## src/rtl/cla_pipe_arbiter_if.sv

```systemverilog
// Request, datapath and response bundle for cla_pipe_arbiter.
// slave = arbiter view, master = requester/datapath view.
interface cla_pipe_arbiter_if #(
    parameter int NREQ = 4,
    parameter int W    = 64
);
    logic [NREQ-1:0]   req_valid;
    logic [NREQ-1:0]   req_ready;
    logic [NREQ*W-1:0] req_a;
    logic [NREQ*W-1:0] req_b;
    logic [W-1:0]      pipe_a;
    logic [W-1:0]      pipe_b;
    logic [W-1:0]      pipe_sum;
    logic              pipe_cout;
    logic [NREQ-1:0]   rsp_valid;
    logic [NREQ-1:0]   rsp_ready;
    logic [NREQ*W-1:0] rsp_sum;
    logic [NREQ-1:0]   rsp_cout;
    logic              busy;

    modport slave (
        input  req_valid, req_a, req_b, pipe_sum, pipe_cout, rsp_ready,
        output req_ready, pipe_a, pipe_b, rsp_valid, rsp_sum, rsp_cout, busy
    );

    modport master (
        output req_valid, req_a, req_b, pipe_sum, pipe_cout, rsp_ready,
        input  req_ready, pipe_a, pipe_b, rsp_valid, rsp_sum, rsp_cout, busy
    );
endinterface

```

## src/rtl/cla_pipe_arbiter.sv

```systemverilog
// Shares a free-running LAT-stage CLA adder among NREQ requesters; credits reserve FIFO space per op.
// Round-robin by default; define ARB_FIXED_PRIO_EN for fixed lowest-index-wins priority.
module cla_pipe_arbiter #(
    parameter int NREQ      = 4,
    parameter int W         = 64,
    parameter int LAT       = 7,
    parameter int RSP_DEPTH = 2
) (
    input  logic              clk,
    input  logic              rst,
    cla_pipe_arbiter_if.slave bus
);
    localparam int IW = (NREQ > 1) ? $clog2(NREQ) : 1;
    localparam int AW = (RSP_DEPTH > 1) ? $clog2(RSP_DEPTH) : 1;
    localparam int PW = $clog2(RSP_DEPTH) + 1;
    localparam int CW = $clog2(RSP_DEPTH + 1);

    logic [LAT-1:0]  sr_vld;
    logic [IW-1:0]   sr_tag [LAT];
    logic [CW-1:0]   credit [NREQ];
    logic [PW-1:0]   wr_ptr [NREQ];
    logic [PW-1:0]   rd_ptr [NREQ];
    logic [W:0]      mem    [NREQ][RSP_DEPTH];
`ifndef ARB_FIXED_PRIO_EN
    logic [IW-1:0]   rr_ptr;
`endif

    logic [NREQ-1:0]   elig, gnt, pop, fifo_ne;
    logic              gnt_any;
    logic [IW-1:0]     gnt_idx;
    logic [IW-1:0]     cand;
    logic              cap_vld;
    logic [IW-1:0]     cap_tag;
    logic [W-1:0]      pipe_a_w, pipe_b_w;
    logic [NREQ*W-1:0] rsp_sum_w;
    logic [NREQ-1:0]   rsp_cout_w;

    assign cap_vld = sr_vld[LAT-1];
    assign cap_tag = sr_tag[LAT-1];

    always_comb begin
        for (int i = 0; i < NREQ; i++) begin
            elig[i]    = bus.req_valid[i] && (credit[i] != '0);
            fifo_ne[i] = (wr_ptr[i] != rd_ptr[i]);
            pop[i]     = fifo_ne[i] && bus.rsp_ready[i];
        end
    end

    always_comb begin
        gnt     = '0;
        gnt_any = 1'b0;
        gnt_idx = '0;
        cand    = '0;
        if (!rst) begin
            for (int off = 0; off < NREQ; off++) begin
`ifdef ARB_FIXED_PRIO_EN
                cand = IW'(off);
`else
                cand = IW'((int'(rr_ptr) + off) % NREQ);
`endif
                if (!gnt_any && elig[cand]) begin
                    gnt_any   = 1'b1;
                    gnt_idx   = cand;
                    gnt[cand] = 1'b1;
                end
            end
        end
    end

    always_comb begin
        pipe_a_w = '0;
        pipe_b_w = '0;
        if (gnt_any) begin
            pipe_a_w = bus.req_a[int'(gnt_idx)*W +: W];
            pipe_b_w = bus.req_b[int'(gnt_idx)*W +: W];
        end
    end

    // FIFO heads are read straight from storage: a push becomes visible one cycle later.
    always_comb begin
        for (int i = 0; i < NREQ; i++) begin
            rsp_sum_w[i*W +: W] = mem[i][AW'(int'(rd_ptr[i]) % RSP_DEPTH)][W-1:0];
            rsp_cout_w[i]       = mem[i][AW'(int'(rd_ptr[i]) % RSP_DEPTH)][W];
        end
    end

    assign bus.req_ready = gnt;
    assign bus.pipe_a    = pipe_a_w;
    assign bus.pipe_b    = pipe_b_w;
    assign bus.rsp_valid = fifo_ne;
    assign bus.rsp_sum   = rsp_sum_w;
    assign bus.rsp_cout  = rsp_cout_w;
    assign bus.busy      = (|sr_vld) | (|fifo_ne);

    always_ff @(posedge clk) begin
        sr_tag[0] <= gnt_idx;
        for (int k = 1; k < LAT; k++) sr_tag[k] <= sr_tag[k-1];
        if (rst) begin
            sr_vld <= '0;
            for (int i = 0; i < NREQ; i++) begin
                credit[i] <= CW'(RSP_DEPTH);
                wr_ptr[i] <= '0;
                rd_ptr[i] <= '0;
            end
`ifndef ARB_FIXED_PRIO_EN
            rr_ptr <= '0;
`endif
        end else begin
            sr_vld[0] <= gnt_any;
            for (int k = 1; k < LAT; k++) sr_vld[k] <= sr_vld[k-1];
            for (int i = 0; i < NREQ; i++) begin
                if (gnt[i] && !pop[i])
                    credit[i] <= credit[i] - 1'b1;
                else if (!gnt[i] && pop[i])
                    credit[i] <= credit[i] + 1'b1;
                if (pop[i])
                    rd_ptr[i] <= rd_ptr[i] + 1'b1;
                if (cap_vld && (cap_tag == IW'(i))) begin
                    mem[i][AW'(int'(wr_ptr[i]) % RSP_DEPTH)] <= {bus.pipe_cout, bus.pipe_sum};
                    wr_ptr[i] <= wr_ptr[i] + 1'b1;
                end
            end
`ifndef ARB_FIXED_PRIO_EN
            if (gnt_any)
                rr_ptr <= (gnt_idx == IW'(NREQ-1)) ? '0 : gnt_idx + 1'b1;
`endif
        end
    end

    // Credits reserve the slot at issue time, so a returning sum always finds room.
    push_never_full: assert property (@(posedge clk) disable iff (rst)
        cap_vld |-> ((wr_ptr[cap_tag] - rd_ptr[cap_tag]) != PW'(RSP_DEPTH)));
endmodule
```

## src/flat_wrapper.sv

```systemverilog
// flat-port wrapper written by rule: the top's interface ports become plain ports
module cla_pipe_arbiter_flat 
#(
    parameter int NREQ      = 4,
    parameter int W         = 64,
    parameter int LAT       = 7,
    parameter int RSP_DEPTH = 2
)
  (clk, rst, bus_req_valid, bus_req_a, bus_req_b, bus_pipe_sum, bus_pipe_cout, bus_rsp_ready, bus_req_ready, bus_pipe_a, bus_pipe_b, bus_rsp_valid, bus_rsp_sum, bus_rsp_cout, bus_busy);
  cla_pipe_arbiter_if #(.NREQ(NREQ), .W(W)) bus_i ();
  input  logic clk;
  input  logic rst;
  input wire logic [$bits(bus_i.req_valid)-1:0] bus_req_valid;
  input wire logic [$bits(bus_i.req_a)-1:0] bus_req_a;
  input wire logic [$bits(bus_i.req_b)-1:0] bus_req_b;
  input wire logic [$bits(bus_i.pipe_sum)-1:0] bus_pipe_sum;
  input wire logic [$bits(bus_i.pipe_cout)-1:0] bus_pipe_cout;
  input wire logic [$bits(bus_i.rsp_ready)-1:0] bus_rsp_ready;
  output wire logic [$bits(bus_i.req_ready)-1:0] bus_req_ready;
  output wire logic [$bits(bus_i.pipe_a)-1:0] bus_pipe_a;
  output wire logic [$bits(bus_i.pipe_b)-1:0] bus_pipe_b;
  output wire logic [$bits(bus_i.rsp_valid)-1:0] bus_rsp_valid;
  output wire logic [$bits(bus_i.rsp_sum)-1:0] bus_rsp_sum;
  output wire logic [$bits(bus_i.rsp_cout)-1:0] bus_rsp_cout;
  output wire logic [$bits(bus_i.busy)-1:0] bus_busy;
  assign bus_i.req_valid = bus_req_valid;
  assign bus_i.req_a = bus_req_a;
  assign bus_i.req_b = bus_req_b;
  assign bus_i.pipe_sum = bus_pipe_sum;
  assign bus_i.pipe_cout = bus_pipe_cout;
  assign bus_i.rsp_ready = bus_rsp_ready;
  assign bus_req_ready = bus_i.req_ready;
  assign bus_pipe_a = bus_i.pipe_a;
  assign bus_pipe_b = bus_i.pipe_b;
  assign bus_rsp_valid = bus_i.rsp_valid;
  assign bus_rsp_sum = bus_i.rsp_sum;
  assign bus_rsp_cout = bus_i.rsp_cout;
  assign bus_busy = bus_i.busy;
  cla_pipe_arbiter #(.NREQ(NREQ), .W(W), .LAT(LAT), .RSP_DEPTH(RSP_DEPTH)) u_core (.clk(clk), .rst(rst), .bus(bus_i));
endmodule
```

## config.mk

```make
export PLATFORM = sky130hd
export DESIGN_NAME = cla_pipe_arbiter_flat
export DESIGN_NICKNAME = d
export VERILOG_FILES = /design/src/rtl/cla_pipe_arbiter_if.sv /design/src/rtl/cla_pipe_arbiter.sv /design/src/flat_wrapper.sv
export SDC_FILE = /design/constraint.sdc
export NUM_CORES = 1
export LEC_CHECK = 0
export ABC_AREA = 1
export CORE_AREA = 2 2 387 389
export CTS_CLUSTER_SIZE = 30
export DETAILED_ROUTE_END_ITERATION = 10
export DIE_AREA = 0 0 389 391
export DONT_BUFFER_PORTS = 1
export GPL_TIMING_DRIVEN = 0
export PLACE_DENSITY = 0.31
export SLEW_MARGIN = 20
export SYNTH_ARGS = -nofsm -noshare
export SYNTH_HDL_FRONTEND = slang
export SYNTH_SLANG_ARGS = --single-unit
```

## constraint.sdc

```tcl
create_clock -name clk -period 7.7 [get_ports clk]
set_input_delay 1.54 -clock clk [delete_from_list [all_inputs] [get_ports clk]]
set_output_delay 1.54 -clock clk [all_outputs]
set_load 0.02 [all_outputs]
```

Placed cells, one colour a class:
Bar = 100 um. Fill, decap, tap and diode cells in grey.
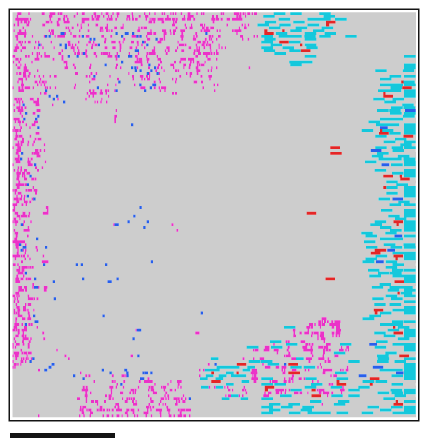
| colour | class | cells |
|---|---|---|
| cyan | sequential cells | 307 |
| red | clock drivers and dummy loads | 52 |
| magenta | remaining logic cells | 1528 |
| blue | remaining buffers and delay cells | 141 |
sequential share of cell area: 43.8%
CORE AREA: 0.149 sq mm

Clock routing:
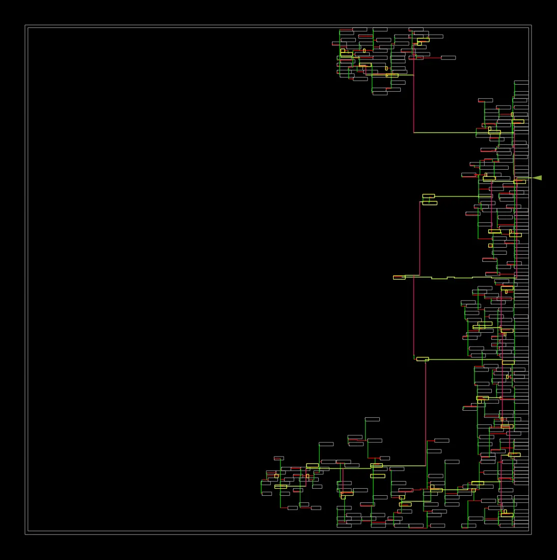
clock group total power: 1.39 mW
Clock Buffer Count: 33
Flop Count: 307

The metal 2 layer:
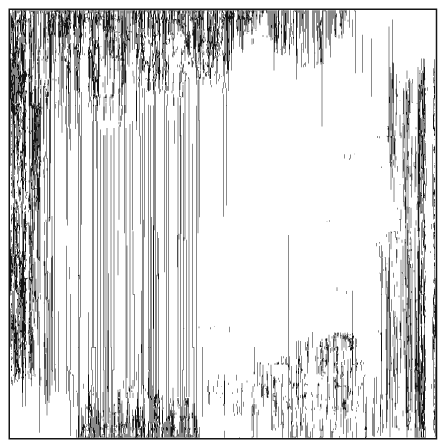
wire length on this layer: 53.6 mm
longest straight run: 303 um

Cell sizes after repair:
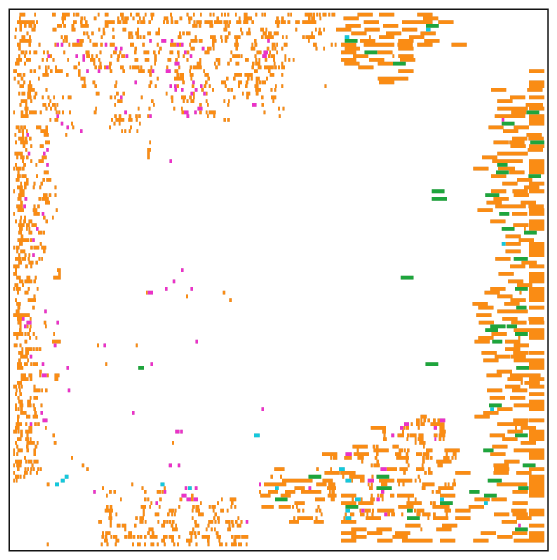
| colour | size | cells |
|---|---|---|
| orange | x1 and smaller | 1837 |
| cyan | x3 and x4 | 18 |
| green | x6 and larger | 45 |
| magenta | x2 | 128 |
Design Area, Final: 0.0205 sq mm
nonclk buf count: 141

==> results.yml <==
# physical design summary
setup_path:
  path_class: "flip-flop to output port"
  r2r-end: "u_core.rr_ptr[1]"
  cp_data_required_time_ns: 6.16
  cp-end-kind: "output port"
  startpoint: "u_core.rr_ptr[1]"
  cp.depth: 13
  cpMostUsedCell: "nand2_1"
  critPathMaxStageDelay_ns: 0.97
  reg2reg_from: "u_core.rr_ptr[1]"
floorplanning:
  dieArea_sq_mm: 0.152
  die_x_um: 389
  fp_util_pct: 11.3
  io_pins: 984
timing:
  setup_viol: 0
  rsz0062_at_grt: "no"
  fin_crit_ns: 6.51
  fin_crit_sh_pct: 84.6
outcome:
  outcome: "completed"
finish:
  fin_nets: 2602
  syn_to_final_growth_pct: 22.2
  sh_comb_area_pct: 27.4
  layout.nonclk_buf_share_pct: 4.43
  seq_area_sq_mm: 0.00899
  logic_area_sq_mm: 0.00561
  drive_gt1_share_pct: 9.42
  fill_cells: 17100
global_routing:
  gr-max-usage-layer: "met2"
  grt_remaining_overflow: 0
  grt_pass1_vias: 14300
  grt_first_pass_wirelength_um: 132000
  grt_max_degree: 23
place:
  port_buffers: 0
  place_area_sq_mm: 0.0195
synthesis:
  xor_area_share_pct: 0.418
  yosysWarnings: 0
  synth_cell_types: 29
  top_cells_by_area: "edfxtp_1 (51%), nand3_1 (12%), inv_1 (9.4%)"
  synth_stat.cells: 1964
  ys_sh_mux_pct: 0
  synth_top_cell_by_area: "edfxtp_1"
  ys.flops: 307
  syn_area_sq_mm: 0.0168
cts:
  cts_tree: "yes"
  cts-root-buf: "clkbuf_16"
pwr:
  leakage_nw: 8.32
  p_per_area_mw_per_mm2: 428
job:
  warnings: 33
route:
  routed.top_layer: "met5"
  ant_nets: 0
  vias_per_cell: 3.67
  wl_met1_um: 35200
min_path:
  hold_end: "u_core.sr_tag[1][1]"
[registers in the layout, summed over array words and instances, names as in the netlist]
signal,cells
u_core.rd_ptr,8
u_core.credit,8
u_core.mem,260
u_core.sr_vld,7
u_core.rr_ptr,2
u_core.sr_tag,14
u_core.wr_ptr,8
[through the flow]
stage	power [mW]	setup WS [ns]	cells	util (%)
6_report	8.77	1.19	3993	13.8
5_1_grt	9.32	0.671	3985	13.8
4_1_cts	8.88	0.858	3972	13.8
3_5_place_dp	7.47	1.26	3920	13.1
3_3_place_gp	7.50	-0.682	3908	12.9
2_1_floorplan	5.24	2.51	1964	-
[where the power goes]
group          switching (mW)  internal, mW
sequential             0.0484          1.89
combinational            4.31          1.14
clock                   0.642         0.747
total                    5.00          3.77
Power figures rest on the tool's default switching activity, not on a simulated workload.
